===== src/rtl/stream_frame_tx.sv =====
// Ping-pong frame buffer: collects FRAME_ROWS host rows per bank and replays each full bank
// as one contiguous 4-lane burst, bursts separated by at least MIN_GAP idle cycles.
module stream_frame_tx #(
  parameter int unsigned FRAME_ROWS = 4,
  parameter int unsigned MIN_GAP    = 1,
  parameter int unsigned C_IWL      = 5,
  parameter int unsigned C_FWL      = 15,
  localparam int unsigned W         = C_IWL + C_FWL
) (
  input  logic                Clk,
  input  logic                Reset,
  input  logic                i_flush,
  input  logic                i_valid,
  output logic                o_ready,
  input  logic signed [W-1:0] i_data_1,
  input  logic signed [W-1:0] i_data_2,
  input  logic signed [W-1:0] i_data_3,
  input  logic signed [W-1:0] i_data_4,
  output logic                o_valid,
  output logic signed [W-1:0] o_data_1,
  output logic signed [W-1:0] o_data_2,
  output logic signed [W-1:0] o_data_3,
  output logic signed [W-1:0] o_data_4,
  output logic                o_busy,
  output logic [15:0]         o_frames_sent
);
  localparam int unsigned RowW = $clog2(FRAME_ROWS);
  localparam int unsigned GapW = (MIN_GAP > 1) ? $clog2(MIN_GAP) : 1;
  localparam logic [RowW-1:0] LastRow = RowW'(FRAME_ROWS - 1);
  localparam logic [GapW-1:0] GapInit = GapW'(MIN_GAP - 1);

  typedef enum logic [1:0] {StIdle, StSend, StGap} state_e;

  state_e          state_q;
  logic [1:0]      full_q, full_d;
  logic            wr_bank_q, rd_bank_q;
  logic [RowW-1:0] wr_row_q, rd_row_q;
  logic [GapW-1:0] gap_q;
  logic            valid_q, busy_q;
  logic [4*W-1:0]  data_q;
  logic [15:0]     frames_q;
  logic [4*W-1:0]  mem_q [2][FRAME_ROWS];

  logic wr_en, wr_last, tx_done, tx_start;

  assign o_ready  = ~full_q[wr_bank_q];
  assign wr_en    = i_valid & o_ready;
  assign wr_last  = wr_en & (wr_row_q == LastRow);
  // rd_row wraps to 0 once the last row is on the bus, marking the burst as complete
  assign tx_done  = (state_q == StSend) && (rd_row_q == '0);
  // A burst may start from IDLE or directly out of the final GAP cycle
  assign tx_start = full_q[rd_bank_q] &&
                    ((state_q == StIdle) || ((state_q == StGap) && (gap_q == '0)));

  // Set and clear always target different banks: one is empty, the other full
  always_comb begin
    full_d = full_q;
    if (wr_last) full_d[wr_bank_q] = 1'b1;
    if (tx_done) full_d[rd_bank_q] = 1'b0;
  end

  always_ff @(posedge Clk) begin
    if (wr_en && !i_flush) begin
      mem_q[wr_bank_q][wr_row_q] <= {i_data_4, i_data_3, i_data_2, i_data_1};
    end
  end

  always_ff @(posedge Clk or negedge Reset) begin
    if (!Reset) begin
      state_q   <= StIdle;
      full_q    <= '0;
      wr_bank_q <= 1'b0;
      rd_bank_q <= 1'b0;
      wr_row_q  <= '0;
      rd_row_q  <= '0;
      gap_q     <= '0;
      valid_q   <= 1'b0;
      busy_q    <= 1'b0;
      data_q    <= '0;
      frames_q  <= '0;
    end else if (i_flush) begin
      state_q   <= StIdle;
      full_q    <= '0;
      wr_bank_q <= 1'b0;
      rd_bank_q <= 1'b0;
      wr_row_q  <= '0;
      rd_row_q  <= '0;
      gap_q     <= '0;
      valid_q   <= 1'b0;
      busy_q    <= 1'b0;
      data_q    <= '0;
      frames_q  <= '0;
    end else begin
      full_q <= full_d;
      if (wr_en) begin
        wr_row_q <= wr_last ? '0 : wr_row_q + 1'b1;
        if (wr_last) wr_bank_q <= ~wr_bank_q;
      end
      if (tx_start) begin
        state_q  <= StSend;
        valid_q  <= 1'b1;
        busy_q   <= 1'b1;
        data_q   <= mem_q[rd_bank_q][0];
        rd_row_q <= RowW'(1);
      end else begin
        unique case (state_q)
          StIdle: ;
          StSend: begin
            if (tx_done) begin
              state_q   <= StGap;
              valid_q   <= 1'b0;
              data_q    <= '0;
              rd_bank_q <= ~rd_bank_q;
              frames_q  <= frames_q + 16'd1;
              gap_q     <= GapInit;
            end else begin
              data_q   <= mem_q[rd_bank_q][rd_row_q];
              rd_row_q <= (rd_row_q == LastRow) ? '0 : rd_row_q + 1'b1;
            end
          end
          StGap: begin
            if (gap_q == '0) begin
              state_q <= StIdle;
              busy_q  <= 1'b0;
            end else begin
              gap_q <= gap_q - 1'b1;
            end
          end
          default: state_q <= StIdle;
        endcase
      end
    end
  end

  assign o_valid       = valid_q;
  assign o_busy        = busy_q;
  assign o_frames_sent = frames_q;
  assign o_data_1      = data_q[W-1:0];
  assign o_data_2      = data_q[2*W-1:W];
  assign o_data_3      = data_q[3*W-1:2*W];
  assign o_data_4      = data_q[4*W-1:3*W];

endmodule


===== config.mk =====
export PLATFORM = sky130hd
export DESIGN_NAME = stream_frame_tx
export DESIGN_NICKNAME = d
export VERILOG_FILES = /design/src/rtl/stream_frame_tx.sv
export SDC_FILE = /design/constraint.sdc
export NUM_CORES = 1
export LEC_CHECK = 0
export ABC_AREA = 1
export CAP_MARGIN = 20
export CORE_AREA = 3 3 230 232
export CTS_CLUSTER_DIAMETER = 40
export DETAILED_ROUTE_END_ITERATION = 10
export DIE_AREA = 0 0 233 235
export GPL_ROUTABILITY_DRIVEN = 0
export HOLD_SLACK_MARGIN = 0.12
export PLACE_DENSITY = 0.85
export REMOVE_ABC_BUFFERS = 1
export SLEW_MARGIN = 20
export SYNTH_ARGS = -nofsm -noshare
export SYNTH_HDL_FRONTEND = slang
export SYNTH_SLANG_ARGS = --single-unit

===== constraint.sdc =====
create_clock -name Clk -period 11.2 [get_ports Clk]
set_clock_uncertainty 0.2 [all_clocks]
set_input_delay 2.24 -clock Clk [delete_from_list [all_inputs] [get_ports Clk]]
set_output_delay 2.24 -clock Clk [all_outputs]
set_load 0.01 [all_outputs]

==> images/sizing.png <==
Scale: 1.5 px per um.
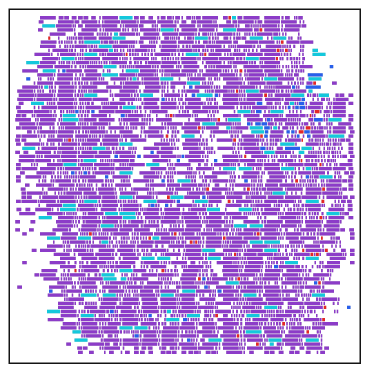
x6 and larger: shown in cyan, cells 129, most used clkbuf_16. x1 and smaller: shown in purple, cells 3345, most used nand2_1. x3 and x4: shown in blue, cells 63, most used buf_4. x2: shown in red, cells 61, most used or2_2.
Area Overhead vs Synth: 16.3%
Final Instance Area: 38600 um^2
Setup WS post-layout: 6.09 ns

==> images/class_map.png <==
Scale: 1.5 px per um. Fill, decap, tap and diode cells in gray.
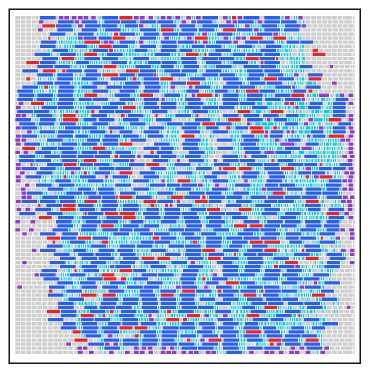
registers: shown in blue, cells 748. remaining logic cells: shown in cyan, cells 2464. clock drivers and dummy loads: shown in red, cells 172. remaining buffers and delay cells: shown in purple, cells 214.

==> images/m3.png <==
Scale: 2 px per um.
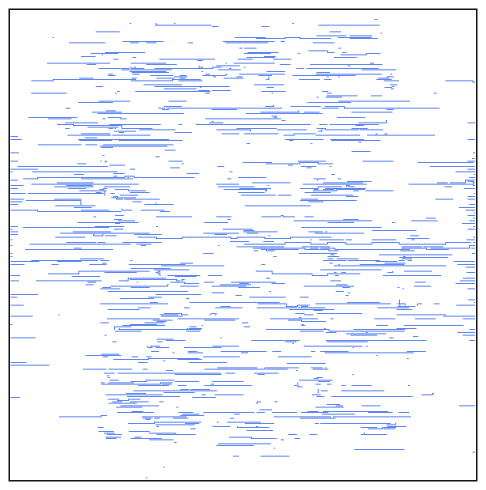
The longest straight run is 57.5 um. The layer carries 9630 um of wire. The layer holds 11% of the routed length. 322 nets have wire on it. The wires run mostly horizontal.

==> images/congestion_map.png <==
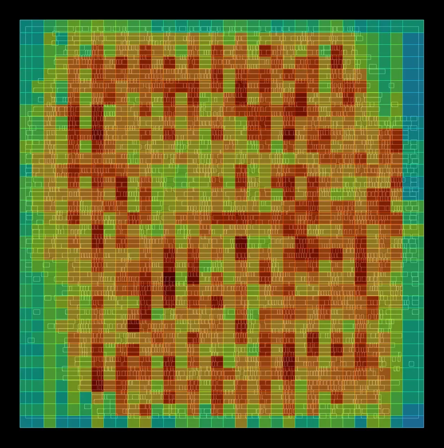
Tot GR Track Use: 31.0%
met3 usage: 5.88%
met1 usage: 41.5%
final design utilization: 75.4%
DR WL/cell: 19.8 um

==> images/gates.png <==
Scale: 1.5 px per um.
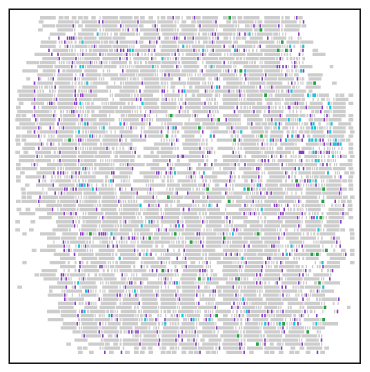
aoi and oai cells: shown in cyan, cells 106, where spread over the die. and/or cells: shown in green, cells 43. inv cells: shown in purple, cells 591, where spread over the die.
Comb area share: 21.5%
fin cells: 4280
Commonest Layout Cell: nand2_1

## logic make-up (layout without fill, tap and decap cells)
family | count (synthesis) | count (layout) | share of synthesized area [%]
adder cells (fa/ha/maj) | 7 | 7 | 0.264
AND/OR/NAND/NOR | 1759 | 1759 | 22.8
flip-flops | 748 | 748 | 66.1
buffers and inverters | 779 | 977 | 9.21
AND-OR/OR-AND | 107 | 107 | 1.64
other | 0 | 2 | 0
## layer usage
layer | vias to the layer above | wire (um) | GRT usage [%]
li1 | 11200 | - | -
met1 | 11800 | 31500 | 41.5
met2 | 1653 | 41200 | 50.3
met3 | 220 | 9630 | 5.88
met4 | 2 | 2400 | 12.5
met5 | - | 19 | 0
==> results.json <==
{
  "area_leaders": "edfxtp_1 58%, nand2_1 10%, dfrtp_1 8.1%",
  "ys_ff": 748,
  "drt_iter0_drc": 3130,
  "sw_frac_of_total_pct": 32.2,
  "drv_cap": 0,
  "power_density_nw_per_um2": 223,
  "nClkBuffers": 114,
  "path_class": "in2reg",
  "synth_async_sr_flop_share_pct": 14.4,
  "cts_tree": "done",
  "n_all_inverters": 591,
  "top_register": "mem_q",
  "rsz0062_at_grt": "false",
  "startpoint_type": "primary input",
  "ys_seq_share_pct": 66.1,
  "combPwrFrac_pct": 24.9,
  "drv_slew": 0,
  "wl_mm": 84.7,
  "drt-pass1-iter-count": 6,
  "hold_class": "reg2reg",
  "setup_viol": 0,
  "cp.depth": 6,
  "p_leak_nw": 16.6,
  "port_buffers": 182,
  "drc": 0,
  "synth_top_cell_by_count": "nand2_1",
  "seq_area_um2": 21900,
  "dp_cells": 4104,
  "critPathTopFamily": "buffers and inverters",
  "nonClockBufferCount": 214,
  "clockBufferDepth": 3,
  "worstPathMaxFanout": 47,
  "cts_root_buf": "clkbuf_16",
  "logic_area_um2": 8280,
  "fp_util_pct": 64.8,
  "tool_warnings": 33,
  "power.share.clock_pct": 35.2,
  "status": "complete, no violations",
  "place_area_um2": 35400,
  "syn_inst": 3400,
  "ios": 183,
  "clk-power_mw": 3.03,
  "crit_end": "mem_q[0][226]",
  "largest_register_ffs": 640,
  "fin_nets": 3612,
  "fin_crit_ns": 5.11,
  "synth-main-ff-cell": "edfxtp_1",
  "synth_cell_types": 27,
  "setup_tns_ns": 0,
  "largest_area_cell": "edfxtp_1",
  "crit_required_ns": 11.23,
  "endpoint_kind": "flop",
  "dp_slack_ns": 5.55,
  "slowest_delay_ns": 0.73,
  "synth.avg_cell_area_um2": 9.76,
  "final_layout_size_suffix_gt1_share_pct": 7.03,
  "pg_seq_mw": 3.44,
  "r2r_start": "rd_row_q[1]",
  "crit_path_start": "i_flush",
  "r2r_cells": 9,
  "grt_overflow_total": 0,
  "clock_sinks": 748,
  "ys_cells": 3400,
  "chipWidth_um": 233,
  "dpl.hpwl_mm": 42.5,
  "antennaDiodeCount": 2,
  "pg_comb_mw": 2.15,
  "synth_area_um2": 33200,
  "switching_power_mw": 2.78,
  "cts_resized": 0,
  "clk_pin_slew_worst_paths_ns": 0.06,
  "fillCellCount": 3085,
  "viasPerCell": 5.82,
  "clock_latency_ns": 0.62,
  "final-nonclk-buf-share_pct": 5.50,
  "dominant_cells": "sequential cells",
  "edf_count": 640,
  "grt_max_degree": 220,
  "chip_area_um2": 54800,
  "r2r_setup_slack_ns": 6.96,
  "die.size.y_um": 235,
  "fmax_mhz": 196,
  "clk_share_pct": 8.21,
  "r2r_end": "data_q[71]",
  "grt_pass1_wl_mm": 132,
  "grt_pass1_vias": 24600,
  "top_cells_by_count": "924 x nand2_1, 640 x edfxtp_1, 586 x inv_1, 490 x nand3_1, 207 x nor2_1",
  "tightest_slew_ns": 1.09,
  "htreeDepth": 3,
  "ff_count": 748,
  "seq-cell-share_pct": 56.8,
  "power_mw": 8.62,
  "synth_top_area_share_pct": 57.9,
  "hold_start": "o_valid",
  "numCtsBuffers": 93,
  "core_area_um2": 51200
}
